**Run 1: signal wires by layer**

The bar under the picture is 100 µm long.
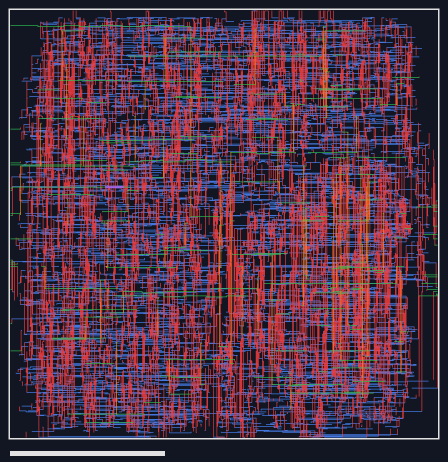
**Run 1: register map, names as in the netlist**

The bar under the picture is 100 µm long. Other sequential cells in the stronger gray, the rest of the logic in the fainter gray.
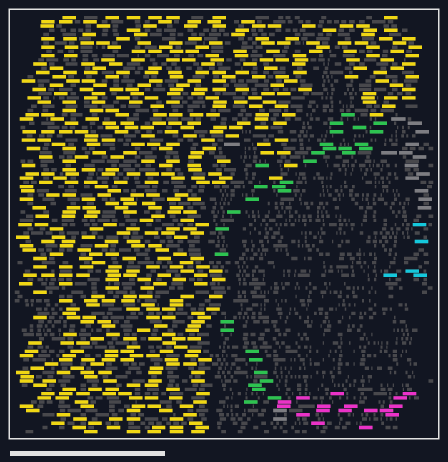
**Run 1: sizing map**

The bar under the picture is 100 µm long.
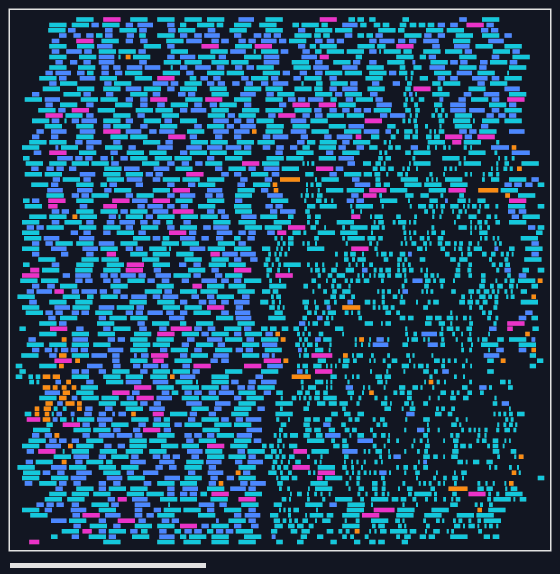
## src/rtl/acc_requant.sv

```systemverilog
// Requantizer: adds a per-channel bias to a 32-bit MAC accumulator, then applies a round-half-up right shift and saturates to OUT_W bits.
// Latency: 2 cycles from input transfer to out_valid, with a throughput of 1 word/cycle.
// Backpressure: valid/ready on both sides. Outputs hold while stalled. Optional ReLU clamp is enabled by defining ACC_REQUANT_RELU_EN.
module acc_requant #(
  parameter  int NCH   = 16,
  parameter  int OUT_W = 17,
  localparam int CW    = $clog2(NCH)
) (
  input  logic                    clk,
  input  logic                    sclr_n,
  input  logic                    in_valid,
  output logic                    in_ready,
  input  logic signed [31:0]      in_acc,
  input  logic                    in_last,
  input  logic [4:0]              cfg_shift,
  input  logic                    cfg_bias_we,
  input  logic [CW-1:0]           cfg_bias_addr,
  input  logic signed [31:0]      cfg_bias_data,
  output logic                    out_valid,
  input  logic                    out_ready,
  output logic signed [OUT_W-1:0] out_data,
  output logic                    out_last,
  output logic [CW-1:0]           out_chan
);

  localparam logic signed [33:0] SAT_MAX = (34'sd1 <<< (OUT_W - 1)) - 34'sd1;
  localparam logic signed [33:0] SAT_MIN = -(34'sd1 <<< (OUT_W - 1));

  // Bias table and channel counter
  logic signed [31:0] bias_q [NCH];
  logic signed [31:0] bias_d [NCH];
  logic [CW-1:0]      chan_q, chan_d;

  // Stage 1: biased sum plus the side-band fields sampled at acceptance
  logic               s1_vld_q, s1_vld_d;
  logic signed [32:0] s1_sum_q, s1_sum_d;
  logic [CW-1:0]      s1_chan_q, s1_chan_d;
  logic               s1_last_q, s1_last_d;
  logic [4:0]         s1_shift_q, s1_shift_d;

  // Stage 2: output register
  logic                    out_vld_q, out_vld_d;
  logic signed [OUT_W-1:0] out_data_q, out_data_d;
  logic                    out_last_q, out_last_d;
  logic [CW-1:0]           out_chan_q, out_chan_d;

  logic               s2_load;
  logic               in_xfer;
  logic signed [31:0] bias_rd;
  logic signed [33:0] sum_ext;
  logic signed [33:0] rnd_add;
  logic signed [33:0] shifted;
  logic signed [33:0] sat_val;

  // Handshake: stage 2 loads when it is empty or its word leaves this edge.
  // in_ready depends only on state and out_ready, never on in_valid.
  always_comb begin
    s2_load  = s1_vld_q && (!out_vld_q || out_ready);
    in_ready = sclr_n && (!s1_vld_q || s2_load);
    in_xfer  = in_valid && in_ready;
  end

  // Stage-1 capture. The bias is read before this edge's table write, so a
  // same-edge write to this channel is seen only by later words.
  always_comb begin
    bias_rd    = bias_q[chan_q];
    s1_vld_d   = s1_vld_q;
    s1_sum_d   = s1_sum_q;
    s1_chan_d  = s1_chan_q;
    s1_last_d  = s1_last_q;
    s1_shift_d = s1_shift_q;
    if (in_xfer) begin
      s1_vld_d   = 1'b1;
      s1_sum_d   = {in_acc[31], in_acc} + {bias_rd[31], bias_rd};
      s1_chan_d  = chan_q;
      s1_last_d  = in_last;
      s1_shift_d = cfg_shift;
    end else if (s2_load) begin
      s1_vld_d   = 1'b0;
    end
  end

  // Channel counter: advances per accepted word, restarts after a frame end
  always_comb begin
    chan_d = chan_q;
    if (in_xfer) begin
      if (in_last || chan_q == CW'(NCH - 1)) begin
        chan_d = '0;
      end else begin
        chan_d = chan_q + CW'(1);
      end
    end
  end

  // Bias table write port, independent of the datapath state
  always_comb begin
    bias_d = bias_q;
    if (cfg_bias_we) begin
      bias_d[cfg_bias_addr] = cfg_bias_data;
    end
  end

  // Round half up, apply the optional ReLU, then saturate to the output range
  always_comb begin
    sum_ext = {s1_sum_q[32], s1_sum_q};
    rnd_add = '0;
    if (s1_shift_q == 5'd0) begin
      shifted = sum_ext;
    end else begin
      rnd_add = 34'sd1 <<< (s1_shift_q - 5'd1);
      shifted = (sum_ext + rnd_add) >>> s1_shift_q;
    end
`ifdef ACC_REQUANT_RELU_EN
    if (shifted < 34'sd0) begin
      shifted = '0;
    end
`endif
    if (shifted > SAT_MAX) begin
      sat_val = SAT_MAX;
    end else if (shifted < SAT_MIN) begin
      sat_val = SAT_MIN;
    end else begin
      sat_val = shifted;
    end
  end

  // Stage-2 output register: it reloads on s2_load and otherwise holds its value while stalled
  always_comb begin
    out_vld_d  = out_vld_q;
    out_data_d = out_data_q;
    out_last_d = out_last_q;
    out_chan_d = out_chan_q;
    if (s2_load) begin
      out_vld_d  = 1'b1;
      out_data_d = OUT_W'(sat_val);
      out_last_d = s1_last_q;
      out_chan_d = s1_chan_q;
    end else if (out_ready) begin
      out_vld_d  = 1'b0;
    end
  end

  // All state registers. Reset clears the pipeline, the counter and the bias table.
  always_ff @(posedge clk or negedge sclr_n) begin
    if (!sclr_n) begin
      for (int i = 0; i < NCH; i++) begin
        bias_q[i] <= '0;
      end
      chan_q     <= '0;
      s1_vld_q   <= 1'b0;
      s1_sum_q   <= '0;
      s1_chan_q  <= '0;
      s1_last_q  <= 1'b0;
      s1_shift_q <= '0;
      out_vld_q  <= 1'b0;
      out_data_q <= '0;
      out_last_q <= 1'b0;
      out_chan_q <= '0;
    end else begin
      bias_q     <= bias_d;
      chan_q     <= chan_d;
      s1_vld_q   <= s1_vld_d;
      s1_sum_q   <= s1_sum_d;
      s1_chan_q  <= s1_chan_d;
      s1_last_q  <= s1_last_d;
      s1_shift_q <= s1_shift_d;
      out_vld_q  <= out_vld_d;
      out_data_q <= out_data_d;
      out_last_q <= out_last_d;
      out_chan_q <= out_chan_d;
    end
  end

  assign out_valid = out_vld_q;
  assign out_data  = out_data_q;
  assign out_last  = out_last_q;
  assign out_chan  = out_chan_q;

endmodule

```

## config.mk

```make
export PLATFORM = sky130hd
export DESIGN_NAME = acc_requant
export DESIGN_NICKNAME = d
export VERILOG_FILES = /design/src/rtl/acc_requant.sv
export SDC_FILE = /design/constraint.sdc
export NUM_CORES = 1
export LEC_CHECK = 0
export CELL_PAD_IN_SITES_DETAIL_PLACEMENT = 1
export CELL_PAD_IN_SITES_GLOBAL_PLACEMENT = 2
export CORE_MARGIN = 2
export CORE_UTILIZATION = 43
export DETAILED_ROUTE_END_ITERATION = 6
export PLACE_DENSITY_LB_ADDON = 0.15
export SYNTH_ARGS = -nofsm -noshare
export SYNTH_HDL_FRONTEND = slang
export SYNTH_SLANG_ARGS = --single-unit
```

## constraint.sdc

```tcl
create_clock -name clk -period 11.15 [get_ports clk]
set_input_delay 2.23 -clock clk [delete_from_list [all_inputs] [get_ports clk]]
set_output_delay 2.23 -clock clk [all_outputs]
set_load 0.02 [all_outputs]
```

==> out/results.txt, run 1 <==
outcome: finished clean
number of antenna violations at the first check in global routing: 2
overall power after layout: 8.20 mW
register with the most flip-flops: bias_q
sum of met2 wire segment lengths after detailed routing: 50600 µm
flop and latch count out of synthesis: 583
number of cells traversed by the worst hold path: 1
max-slew headroom at the worst pin: 33.2%
FFs & Latches: 583
count of routing violations after the opening detailed-route iteration: 1074
area of the die: 75900 µm²
cell count after placement: 3435
count of distinct cell types in the synthesized netlist: 82
final period utilization: 67.2%
number of logic gates: 1718
CP dominant cell by count: sky130_fd_sc_hd__buf_4
number of gates resized after CTS: 0
yosys stat cell total: 2513
share of power burned in combinational logic: 36.3%
total inserted antenna cells: 1
LEAKAGE: 15.0 nW
critical path's largest stage delay: 0.80 ns
Non-Clock Inverter Count: 29
top cell category: logic gates
post-synthesis share of cell area spent on full adders, half adders and majority gates: 2.69%
number of global-route vias before repair: 23.6k
register fraction of the total cell area: 40.7%
count of buffers inserted at the top-level ports: 102
setup slack, reg-to-reg: 3.65 ns
main power-consuming group: sequential cells
busiest metal layer after global routing: met2
syn_nets: 2659
hpwl dp: 66400 µm
well tap count: 959
layout cell share with drive strength beyond 1: 34.5%
dominant synthesized flop cell: sky130_fd_sc_hd__dfrtp_1
maximum buffer depth of the clock tree: 3
aggregate routed wire length: 100000 µm
metal1 wirelength: 43800 µm
net load switching power: 2.90 mW
routability-driven placement congestion ratio: 0.905
Layout area overhead: 13.1%
cell with the largest stage delay on the worst path: sky130_fd_sc_hd__nor3_2
Final Max-Slew Violation Tally: 0
y dimension of the die: 276 µm
min cycle time layout: 7.50 ns
Logic cell area: 16400 µm²
xor/xnor share of the synthesized area: 1.30%
Clock Latency Late Sink: 0.62 ns
M3 GR Usage: 3.21%
grt ovf: 0
leading area contributor after synthesis: sky130_fd_sc_hd__dfrtp_1
top-area cell type share of the netlist area: 46.0%
design area: 35900 µm²
post-CTS repair timing setup buffer count: 0
switch share: 35.3%
data arrival time of the critical path: 8.01 ns
kind of critical path: reg -> reg
Buffers & Inverters on Critical Path: 3
H-tree depth: 3
category of the worst setup path launch point: register
cell breakdown of the critical path: buf_4, inv_1, buf_4, nand2_1, nor2_1, ha_1, a211oi_1, o21ai_1, a311o_1, nand3_1, a21oi_1, nor3_2, mux2i_1, a221oi_1, a31o_1, o311a_1, nand4_1, o41a_1, o32ai_1
end of the worst register-to-register path: out_data[8]$_DFFE_PN0P_
TritonCTS sink count: 583
ratio of routed vias to standard cells: 6.06
-- 'signal wires by layer' (at the start) --
| color | layer | wire length |
|---|---|---|
| purple | metal 5 | 10.1 µm |
| green | metal 3 | 3150 µm |
| red | metal 2 | 50.6 mm |
| blue | metal 1 | 43.8 mm |
| orange | metal 4 | 2530 µm |

-- 'register map, names as in the netlist' (at the start) --
| color | name in the netlist | flops |
|---|---|---|
| green | `s1_sum_q` | 33 |
| magenta | `out_data` | 17 |
| cyan | `s1_shift_q` | 5 |
| yellow | `bias_q` | 512 |
not colored: 16

-- 'sizing map' (at the start) --
| color | size | cells | most used |
|---|---|---|---|
| orange | _3 and _4 cells | 59 | buf_4 |
| magenta | _6 and larger | 93 | clkbuf_16 |
| cyan | _0 and _1 cells | 1696 | dfrtp_1 |
| blue | _2 cells | 742 | mux2_2 |

-- run 1: how the worst min path moves through the flow --
stage,start,to,slack [ns]
3_3_place_gp,s1_vld_q$_DFFE_PN0P_,out_valid$_DFFE_PN0P_,0.47
4_1_cts,s1_last_q$_DFFE_PN0P_,out_last$_DFFE_PN0P_,0.50
3_5_place_dp,s1_vld_q$_DFFE_PN0P_,out_valid$_DFFE_PN0P_,0.48
2_1_floorplan,s1_vld_q$_DFFE_PN0P_,out_valid$_DFFE_PN0P_,0.45
5_1_grt,bias_q[426]$_DFFE_PN0P_,bias_q[426]$_DFFE_PN0P_,0.51
6_report,bias_q[306]$_DFFE_PN0P_,bias_q[306]$_DFFE_PN0P_,0.50
**Run 1: clock wiring as the flow saved it**

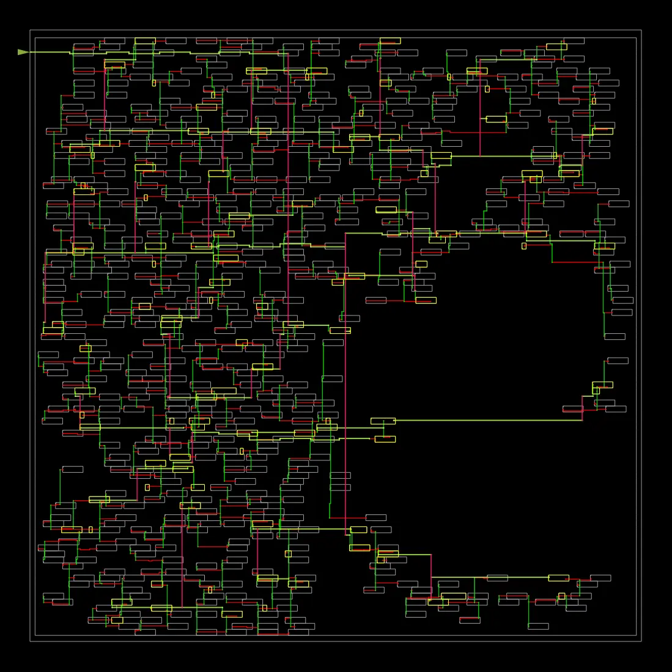

## Run 2: what changed since run 1
--- a/config.mk
+++ b/config.mk
@@ -8,7 +8,7 @@
 export CELL_PAD_IN_SITES_DETAIL_PLACEMENT = 1
 export CELL_PAD_IN_SITES_GLOBAL_PLACEMENT = 2
 export CORE_MARGIN = 2
-export CORE_UTILIZATION = 43
+export CORE_UTILIZATION = 40
 export DETAILED_ROUTE_END_ITERATION = 6
 export PLACE_DENSITY_LB_ADDON = 0.15
 export SYNTH_ARGS = -nofsm -noshare
==> constraint.sdc (replaced) <==
create_clock -name clk -period 6.6 [get_ports clk]
set_input_delay 1.32 -clock clk [delete_from_list [all_inputs] [get_ports clk]]
set_output_delay 1.32 -clock clk [all_outputs]
set_load 0.02 [all_outputs]
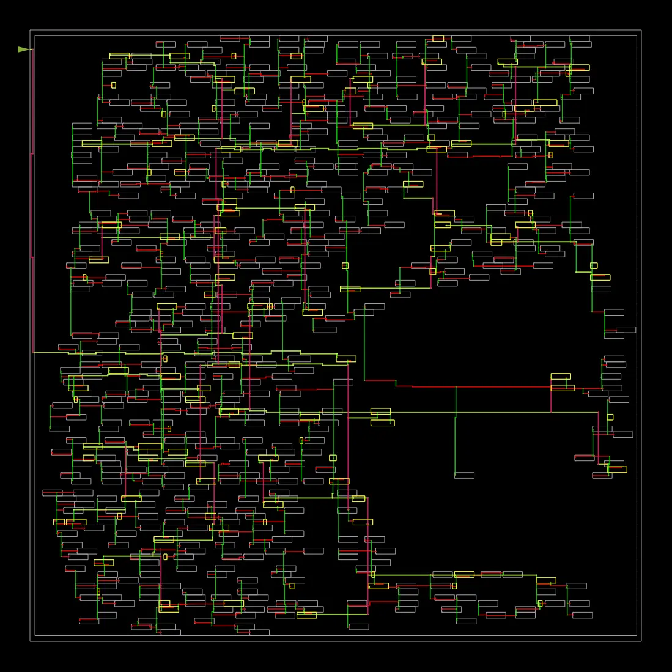
**Above:** run 2 (clock wiring as the flow saved it).
TritonCTS sink count: 583
power in the clock group: 3.79 mW
Clock Latency Late Sink: 0.63 ns
setup skew after layout: 0.0341 ns
FFs & Latches: 583

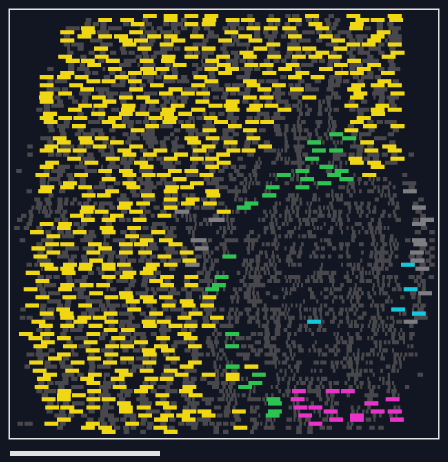
**Above:** run 2 (register map, names as in the netlist).
The bar under the picture is 100 µm long. Other sequential cells in the stronger gray, the rest of the logic in the fainter gray.
| color | name in the netlist | flops |
|---|---|---|
| green | `s1_sum_q` | 33 |
| cyan | `s1_shift_q` | 5 |
| yellow | `bias_q` | 512 |
| magenta | `out_data` | 17 |
not colored: 16

==> run 2 against run 1 <==
  * Combinational power increased by about 70%
  * Global-route usage fell by 2.2 points
  * Sequential power rose by 69%
  * Design area up 1.3%
  * Die area increased by 7.4%
  * Setup slack worse by 3.0 ns
  * Count of clock-buffer cells in the layout is 5 higher
  * Critical endpoint is now s1_sum_q[29]$_DFFE_PN0P_
==> out/results.txt, run 2 <==
outcome: finished clean
aggregate routed wire length: 99500 µm
post-CTS repair timing setup buffer count: 0
end of the worst register-to-register path: s1_sum_q[29]$_DFFE_PN0P_
yosys stat cell total: 2513
area of the die: 81500 µm²
Wirelength per Cell: 27.0 µm
syn_nets: 2659
count of buffers inserted at the top-level ports: 102
register with the most flip-flops: bias_q
Worst Hold Launch: bias_q[433]$_DFFE_PN0P_
Hold Path Sink: bias_q[433]$_DFFE_PN0P_
class of the tightest hold or removal check: reg -> reg
multiplexer fraction of the synthesized cell area: 32.1%
main power-consuming group: sequential cells
metal1 wirelength: 44100 µm
number of cell instances on the worst register-to-register path: 16
critical path's largest stage delay: 0.79 ns
routability-driven placement congestion ratio: 0.948
maximum buffer depth of the clock tree: 3
busiest metal layer after global routing: met2
area of the core region: 78700 µm²
number of antenna violations at the first check in global routing: 7
max-slew headroom at the worst pin: 26.6%
final period utilization: 89.9%
sum of met2 wire segment lengths after detailed routing: 49600 µm
share of power burned in combinational logic: 36.1%
post-synthesis share of cell area spent on full adders, half adders and majority gates: 2.69%
design area: 36300 µm²
Post-synth ARST share: 100%
final hold violation count: 0
xor/xnor share of the synthesized area: 1.30%
hpwl dp: 67400 µm
leading area contributor after synthesis: sky130_fd_sc_hd__dfrtp_1
flop and latch count out of synthesis: 583
cell with the largest stage delay on the worst path: sky130_fd_sc_hd__buf_4
number of cells traversed by the worst hold path: 1
kind of critical path: reg -> reg
cell breakdown of the critical path: buf_4, mux4_2, mux4_2, ha_1, a21oi_1, nand2_1, o2111ai_1, nand2_1, o41a_1, a41oi_1, o211ai_1, a21oi_1, o21bai_1, a21oi_1, xor2_1, o21ai_0
dominant synthesized flop cell: sky130_fd_sc_hd__dfrtp_1
layout cell share with drive strength beyond 1: 35.5%
final sum of negative setup slack: 0 ns
Buffers & Inverters on Critical Path: 1
GR Layer Usage met1: 32.8%
clock tree from TritonCTS: yes
switch share: 35.1%
top-area cell type share of the netlist area: 46.0%
cell area after synthesis: 31700 µm²
CP dominant cell by count: sky130_fd_sc_hd__a21oi_1
net load switching power: 4.91 mW
count of routing violations after the opening detailed-route iteration: 1537
y dimension of the die: 286 µm
H-tree depth: 3
die boundary width: 286 µm
power in sequential cells: 5.15 mW
category of the worst setup path launch point: register
setup slack, reg-to-reg: 0.67 ns
largest net degree at the start of global routing: 187
LEAKAGE: 15.2 nW
most used cells in the layout excluding fill and tap cells: sky130_fd_sc_hd__dfrtp_1, sky130_fd_sc_hd__mux2_2, sky130_fd_sc_hd__mux4_2, sky130_fd_sc_hd__nor2_1, sky130_fd_sc_hd__nand2_1
clk slew on worst S/H paths: 0.06 ns
critical path endpoint category: register
number of gates resized after CTS: 0
M3 GR Usage: 3.33%
total tool warning count: 32
power drawn by the combinational cells: 5.05 mW
routed vias: 21.6k
data arrival time of the critical path: 6.40 ns
overall power after layout: 14.0 mW
top cell family by delay on the critical path: AND-OR/OR-AND gates
Layout area overhead: 14.6%
Final Max-Slew Violation Tally: 0
number of nets in the layout: 2726
min cycle time layout: 5.93 ns
ratio of total power to cell area: 385 nW/µm²
ratio of routed vias to standard cells: 5.87
biggest fanout along the worst timing path: 49
count of distinct cell types in the synthesized netlist: 82
number of global-route vias before repair: 23.7k
grt ovf: 0
==> run 2: cell counts after synthesis <==
Identical to the previous run, type by type.
==> run 2: per-stage QoR <==
step | worst slack [ns] | utilization [%] | std cells
CTS | 0.516 | 46.1 | 3683
detailed placement | 0.572 | 43.3 | 3560
finish | 0.669 | 46.1 | 3687
global placement | 0.631 | 43.3 | 3560
floorplan | 1.27 | - | 2513
global route | 0.130 | 46.1 | 3686
==> run 2: final cells by class <==
type                            instances  area [µm²]
Inverter                               29         109
Clock inverter                         25         293
Timing Repair Buffer                  180        1650
Tap cell                             1050        1310
Antenna cell                            4        10.0
Multi-Input combinational cell       1718       16400
Sequential cell                       583       14600
Fill cell                            7928       42400
Clock buffer                           98        1960
Power figures rest on the tool's default switching activity, not on a simulated workload.
